[config.mk]
export PLATFORM = sky130hd
export DESIGN_NAME = nibble_sequencer_flat
export DESIGN_NICKNAME = d
export VERILOG_FILES = /design/src/rtl/nibble_seq_pkg.sv /design/src/rtl/nibble_sequencer_if.sv /design/src/rtl/hold_timer.sv /design/src/rtl/nibble_sequencer.sv /design/src/flat_wrapper.sv
export SDC_FILE = /design/constraint.sdc
export NUM_CORES = 1
export LEC_CHECK = 0
export CAP_MARGIN = 5
export CELL_PAD_IN_SITES_DETAIL_PLACEMENT = 1
export CELL_PAD_IN_SITES_GLOBAL_PLACEMENT = 2
export CORE_MARGIN = 2
export CORE_UTILIZATION = 25
export CTS_BUF_LIST = sky130_fd_sc_hd__clkbuf_4
export DETAILED_ROUTE_END_ITERATION = 7
export GPL_ROUTABILITY_DRIVEN = 1
export PLACE_DENSITY_LB_ADDON = 0.05
export SLEW_MARGIN = 20
export SYNTH_ARGS = -nofsm -noshare
export SYNTH_HDL_FRONTEND = slang
export SYNTH_HIERARCHICAL = 1
export SYNTH_SLANG_ARGS = --single-unit
[constraint.sdc]
create_clock -name clk -period 7.36 [get_ports clk]
set_input_delay 1.104 -clock clk [delete_from_list [all_inputs] [get_ports clk]]
set_output_delay 1.104 -clock clk [all_outputs]
set_load 0.005 [all_outputs]
[src/rtl/nibble_seq_pkg.sv]
// Shared types and constants for the nibble sequencer block.
package nibble_seq_pkg;

    localparam int unsigned NIBBLE_W = 4;

    typedef enum logic {IDLE, PLAY} seq_state_t;

endpackage

[src/rtl/nibble_sequencer_if.sv]
// Control/data bundle between a stimulus driver and the nibble sequencer.
interface nibble_sequencer_if
    import nibble_seq_pkg::*;
#(
    parameter int unsigned WIDTH = NIBBLE_W,
    parameter int unsigned DEPTH = 8
);
    localparam int unsigned CW = $clog2(DEPTH) + 1;

    logic             wr_en;
    logic [WIDTH-1:0] wr_data;
    logic             clear;
    logic             start;
    logic             loop;
    logic             stop;
    logic [WIDTH-1:0] d;
    logic             d_valid;
    logic             busy;
    logic             done;
    logic             full;
    logic [CW-1:0]    count;

    modport master (
        output wr_en, wr_data, clear, start, loop, stop,
        input  d, d_valid, busy, done, full, count
    );

    modport slave (
        input  wr_en, wr_data, clear, start, loop, stop,
        output d, d_valid, busy, done, full, count
    );

endinterface

[src/rtl/hold_timer.sv]
// Counts 0..HOLD-1 while run is high; expire marks the final hold cycle.
module hold_timer #(
    parameter int unsigned HOLD = 10
) (
    input  logic clk,
    input  logic reset,
    input  logic run,
    output logic expire
);
    localparam int unsigned CW = (HOLD > 1) ? $clog2(HOLD) : 1;
    localparam logic [CW-1:0] LAST = CW'(HOLD - 1);

    logic [CW-1:0] cnt_q, cnt_d;

    // Held at zero while idle so every run starts a fresh hold period.
    always_comb begin
        cnt_d = '0;
        if (run && (cnt_q != LAST)) begin
            cnt_d = cnt_q + CW'(1);
        end
    end

    assign expire = run && (cnt_q == LAST);

    always_ff @(posedge clk or posedge reset) begin
        if (reset) begin
            cnt_q <= '0;
        end else begin
            cnt_q <= cnt_d;
        end
    end

endmodule

[src/rtl/nibble_sequencer.sv]
// Buffers up to DEPTH patterns and plays each on d for HOLD cycles, once or looped.
module nibble_sequencer
    import nibble_seq_pkg::*;
#(
    parameter int unsigned WIDTH = NIBBLE_W,
    parameter int unsigned DEPTH = 8,
    parameter int unsigned HOLD  = 10
) (
    input logic               clk,
    input logic               reset,
    nibble_sequencer_if.slave bus
);
    localparam int unsigned PW = $clog2(DEPTH);
    localparam int unsigned CW = PW + 1;
    localparam logic [PW-1:0] FIRST = '0;

    seq_state_t       state_q, state_d;
    logic [CW-1:0]    count_q, count_d;
    logic [PW-1:0]    rd_ptr_q, rd_ptr_d;
    logic [WIDTH-1:0] d_q, d_d;
    logic             d_valid_q, d_valid_d;
    logic             done_q, done_d;
    logic [WIDTH-1:0] mem [DEPTH];

    logic full, last, wr_accept, expire, playing;

    assign playing = (state_q == PLAY);
    assign full    = (count_q == CW'(DEPTH));
    assign last    = ({1'b0, rd_ptr_q} == (count_q - CW'(1)));

    hold_timer #(
        .HOLD (HOLD)
    ) u_hold_timer (
        .clk    (clk),
        .reset  (reset),
        .run    (playing),
        .expire (expire)
    );

    always_comb begin
        state_d   = state_q;
        count_d   = count_q;
        rd_ptr_d  = rd_ptr_q;
        d_d       = d_q;
        d_valid_d = d_valid_q;
        done_d    = 1'b0;
        wr_accept = 1'b0;

        unique case (state_q)
            IDLE: begin
                d_d       = '0;
                d_valid_d = 1'b0;
                if (bus.clear) begin
                    count_d = '0;
                end else if (bus.wr_en && !full) begin
                    wr_accept = 1'b1;
                    count_d   = count_q + CW'(1);
                end
                // A write landing on an empty buffer is itself entry 0.
                if (bus.start && (count_d != '0)) begin
                    state_d   = PLAY;
                    rd_ptr_d  = FIRST;
                    d_d       = (count_q == '0) ? bus.wr_data : mem[FIRST];
                    d_valid_d = 1'b1;
                end
            end
            PLAY: begin
                if (bus.stop) begin
                    state_d   = IDLE;
                    rd_ptr_d  = FIRST;
                    d_d       = '0;
                    d_valid_d = 1'b0;
                end else if (expire) begin
                    if (!last) begin
                        rd_ptr_d = rd_ptr_q + PW'(1);
                        d_d      = mem[rd_ptr_d];
                    end else if (bus.loop) begin
                        rd_ptr_d = FIRST;
                        d_d      = mem[FIRST];
                    end else begin
                        state_d   = IDLE;
                        rd_ptr_d  = FIRST;
                        d_d       = '0;
                        d_valid_d = 1'b0;
                        done_d    = 1'b1;
                    end
                end
            end
            default: state_d = IDLE;
        endcase
    end

    always_ff @(posedge clk or posedge reset) begin
        if (reset) begin
            state_q   <= IDLE;
            count_q   <= '0;
            rd_ptr_q  <= '0;
            d_q       <= '0;
            d_valid_q <= 1'b0;
            done_q    <= 1'b0;
        end else begin
            state_q   <= state_d;
            count_q   <= count_d;
            rd_ptr_q  <= rd_ptr_d;
            d_q       <= d_d;
            d_valid_q <= d_valid_d;
            done_q    <= done_d;
        end
    end

    // Pattern storage is deliberately left out of reset.
    always_ff @(posedge clk) begin
        if (wr_accept) begin
            mem[count_q[PW-1:0]] <= bus.wr_data;
        end
    end

    assign bus.d       = d_q;
    assign bus.d_valid = d_valid_q;
    assign bus.busy    = playing;
    assign bus.done    = done_q;
    assign bus.full    = full;
    assign bus.count   = count_q;

endmodule

[src/flat_wrapper.sv]
// flat-port wrapper written by rule: the top's interface ports become plain ports
module nibble_sequencer_flat import nibble_seq_pkg::*;
#(
    parameter int unsigned WIDTH = NIBBLE_W,
    parameter int unsigned DEPTH = 8,
    parameter int unsigned HOLD  = 10
)
  (clk, reset, bus_wr_en, bus_wr_data, bus_clear, bus_start, bus_loop, bus_stop, bus_d, bus_d_valid, bus_busy, bus_done, bus_full, bus_count);
  nibble_sequencer_if #(.WIDTH(WIDTH), .DEPTH(DEPTH)) bus_i ();
  input logic clk;
  input logic reset;
  input wire logic [$bits(bus_i.wr_en)-1:0] bus_wr_en;
  input wire logic [$bits(bus_i.wr_data)-1:0] bus_wr_data;
  input wire logic [$bits(bus_i.clear)-1:0] bus_clear;
  input wire logic [$bits(bus_i.start)-1:0] bus_start;
  input wire logic [$bits(bus_i.loop)-1:0] bus_loop;
  input wire logic [$bits(bus_i.stop)-1:0] bus_stop;
  output wire logic [$bits(bus_i.d)-1:0] bus_d;
  output wire logic [$bits(bus_i.d_valid)-1:0] bus_d_valid;
  output wire logic [$bits(bus_i.busy)-1:0] bus_busy;
  output wire logic [$bits(bus_i.done)-1:0] bus_done;
  output wire logic [$bits(bus_i.full)-1:0] bus_full;
  output wire logic [$bits(bus_i.count)-1:0] bus_count;
  assign bus_i.wr_en = bus_wr_en;
  assign bus_i.wr_data = bus_wr_data;
  assign bus_i.clear = bus_clear;
  assign bus_i.start = bus_start;
  assign bus_i.loop = bus_loop;
  assign bus_i.stop = bus_stop;
  assign bus_d = bus_i.d;
  assign bus_d_valid = bus_i.d_valid;
  assign bus_busy = bus_i.busy;
  assign bus_done = bus_i.done;
  assign bus_full = bus_i.full;
  assign bus_count = bus_i.count;
  nibble_sequencer #(.WIDTH(WIDTH), .DEPTH(DEPTH), .HOLD(HOLD)) u_core (.clk(clk), .reset(reset), .bus(bus_i));
endmodule
==> GITHUB_STEP_SUMMARY <==
## Synthesis and layout report

| Metric | Value |
|---|---|
| Status | finished clean |
| Met2 Routed Length | 2890 µm |
| MUX area fraction | 0.112 |
| Post-CTS setup buffers | 0 |
| Worst hold slack | 0.504 ns |
| Combinational share of power | 0.182 |
| Core area | 9640 µm² |
| Crit path arrival time | 2.09 ns |
| Max Clk Rate | 313 MHz |
| Ys flops | 50 |
| First drt pass iteration count | 4 |
| Avg Cell Area, Syn | 12.9 µm² |
| Setup TNS | 0 ns |
| Synth Cell Area | 2460 µm² |
| Critical Path Stages | 5 |
| Flop pwr share | 0.570 |
| Final HPWL DP | 4520 µm |
| CP endpoint | bus_full |
| Final Cycle Share | 0.434 |
| Adder-Cell Fraction of Synth Area | 0.0305 |
| Sw frac | 0.295 |
| GR Util met1 | 0.168 |
| DR vias | 1596 |
| Vias in the first global route | 1719 |
| Routed met3 length | 191 µm |
| Util after Layout | 0.299 |
| Pre-CTS setup slack | 4.09 ns |
| FP Rows | 36 |
| Ports | 23 |
| EDFF count, synth | 32 |
| Grt met3 use | 0.0282 |
| Routing usage on met2 | 0.203 |
| Total gr overflow | 0 |
| Top comb family, area | simple AND/OR/NAND/NOR gates |
| Post-Syn Nets | 207 |
| Max incr delay on CP | 0.54 ns |
| Fill count | 1059 |
| Final ANT Viol Nets | 0 |
| Final Cell Area | 2880 µm² |
| Critical path peak fanout | 12 |
| Layout area overhead | 17.3% |
| Comb pwr | 0.104 mW |
| Yosys Chip Area | 2460 µm² |
| Post-synth cell types | 45 |
| N_diodes | 0 |
| Placed Cells incl. Taps | 338 |
| Fp util | 0.255 |
| TritonCTS clock tree | done |
| Net switching power | 0.168 mW |
| XOR Share, Synth | 0.0173 |
| Layout cell share with drive strength beyond 1 | 0.141 |
| Iteration-0 DRC Markers | 64 |
| Maximum buffer depth of the clock tree | 2 |
| Count leader, synth | edfxtp_1 |
| Crit path time final | 3.19 ns |
| Hold Path Stages | 1 |
| Clk slew on worst S/H paths | 0.16 ns |
| Initial antenna violation count | 0 |
| Critical R2R Launch | u_core/u_hold_timer/cnt_q[1] |
| RR Endpoint | u_core/rd_ptr_q[0] |
| Total power | 0.571 mW |
| Critical path cell sequence | inv_1 > ha_1 > nand3b_2 > inv_2 > clkdlybuf4s50_1 |
## layout make-up
cell class              count  area [µm²]  share of cell area
inverters                   9        33.8              0.0117
flip-flops and latches     50        1410               0.490
repair buffers             23         228              0.0790
clock inverters             3        28.8             0.00998
well taps                 133         166              0.0577
multi-input cells         123         977               0.339
clock buffers               5        37.5              0.0130
## cells by family after synthesis
logic type,after synthesis
and+or+nand+nor,61
buffers and inverters,17
adders and majority gates,6
AOI/OAI and AO/OA,35
DFF,50
muxes,17
xor gates and xnor gates,4
## state kept, by name, summed over array words and instances (netlist names)
signal / count
u_core/u_hold_timer/cnt_q: 4
u_core/bus.count: 4
u_core/mem: 32
u_core/bus.d_valid: 1
u_core/rd_ptr_q: 3
u_core/bus.d: 4
u_core/bus.busy: 1
u_core/bus.done: 1
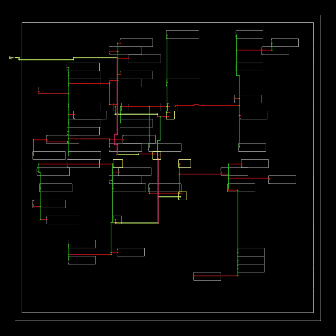
*The clock network*
clock sinks: 50
TritonCTS Buffers: 5
Clock Skew: 0.0101 ns
Clk power: 0.142 mW
clk latency late pin: 0.38 ns

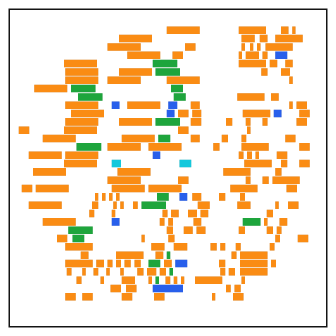
*Cell sizes after repair*
| size | color | cells | share |
|---|---|---|---|
| x6 and larger | cyan | 2 | 0.94% |
| x1 and smaller | orange | 183 | 86% |
| x3 and x4 | blue | 10 | 4.7% |
| x2 | green | 18 | 8.5% |

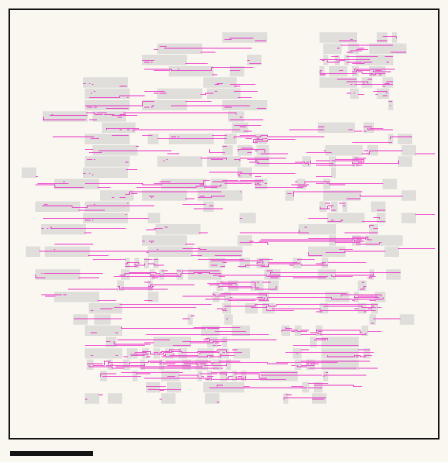
*The metal 1 layer*
Bar = 20 µm. Cells faint in the background.
main direction: horizontal
nets with wire on the layer: 200

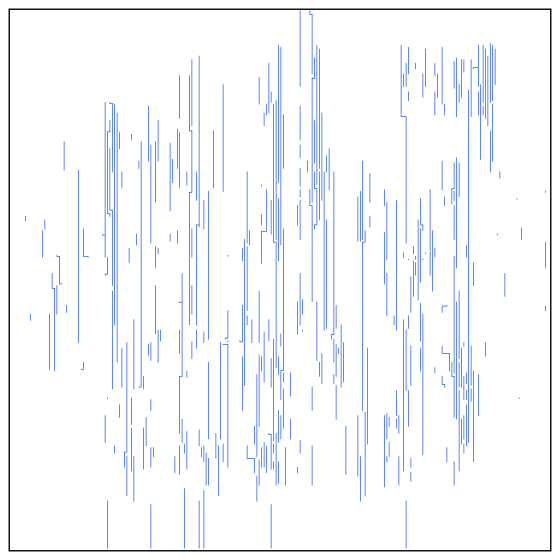
*Signal wires on met2*
main direction: vertical
nets with wire on the layer: 197

Power is estimated from default activity; no workload was simulated.
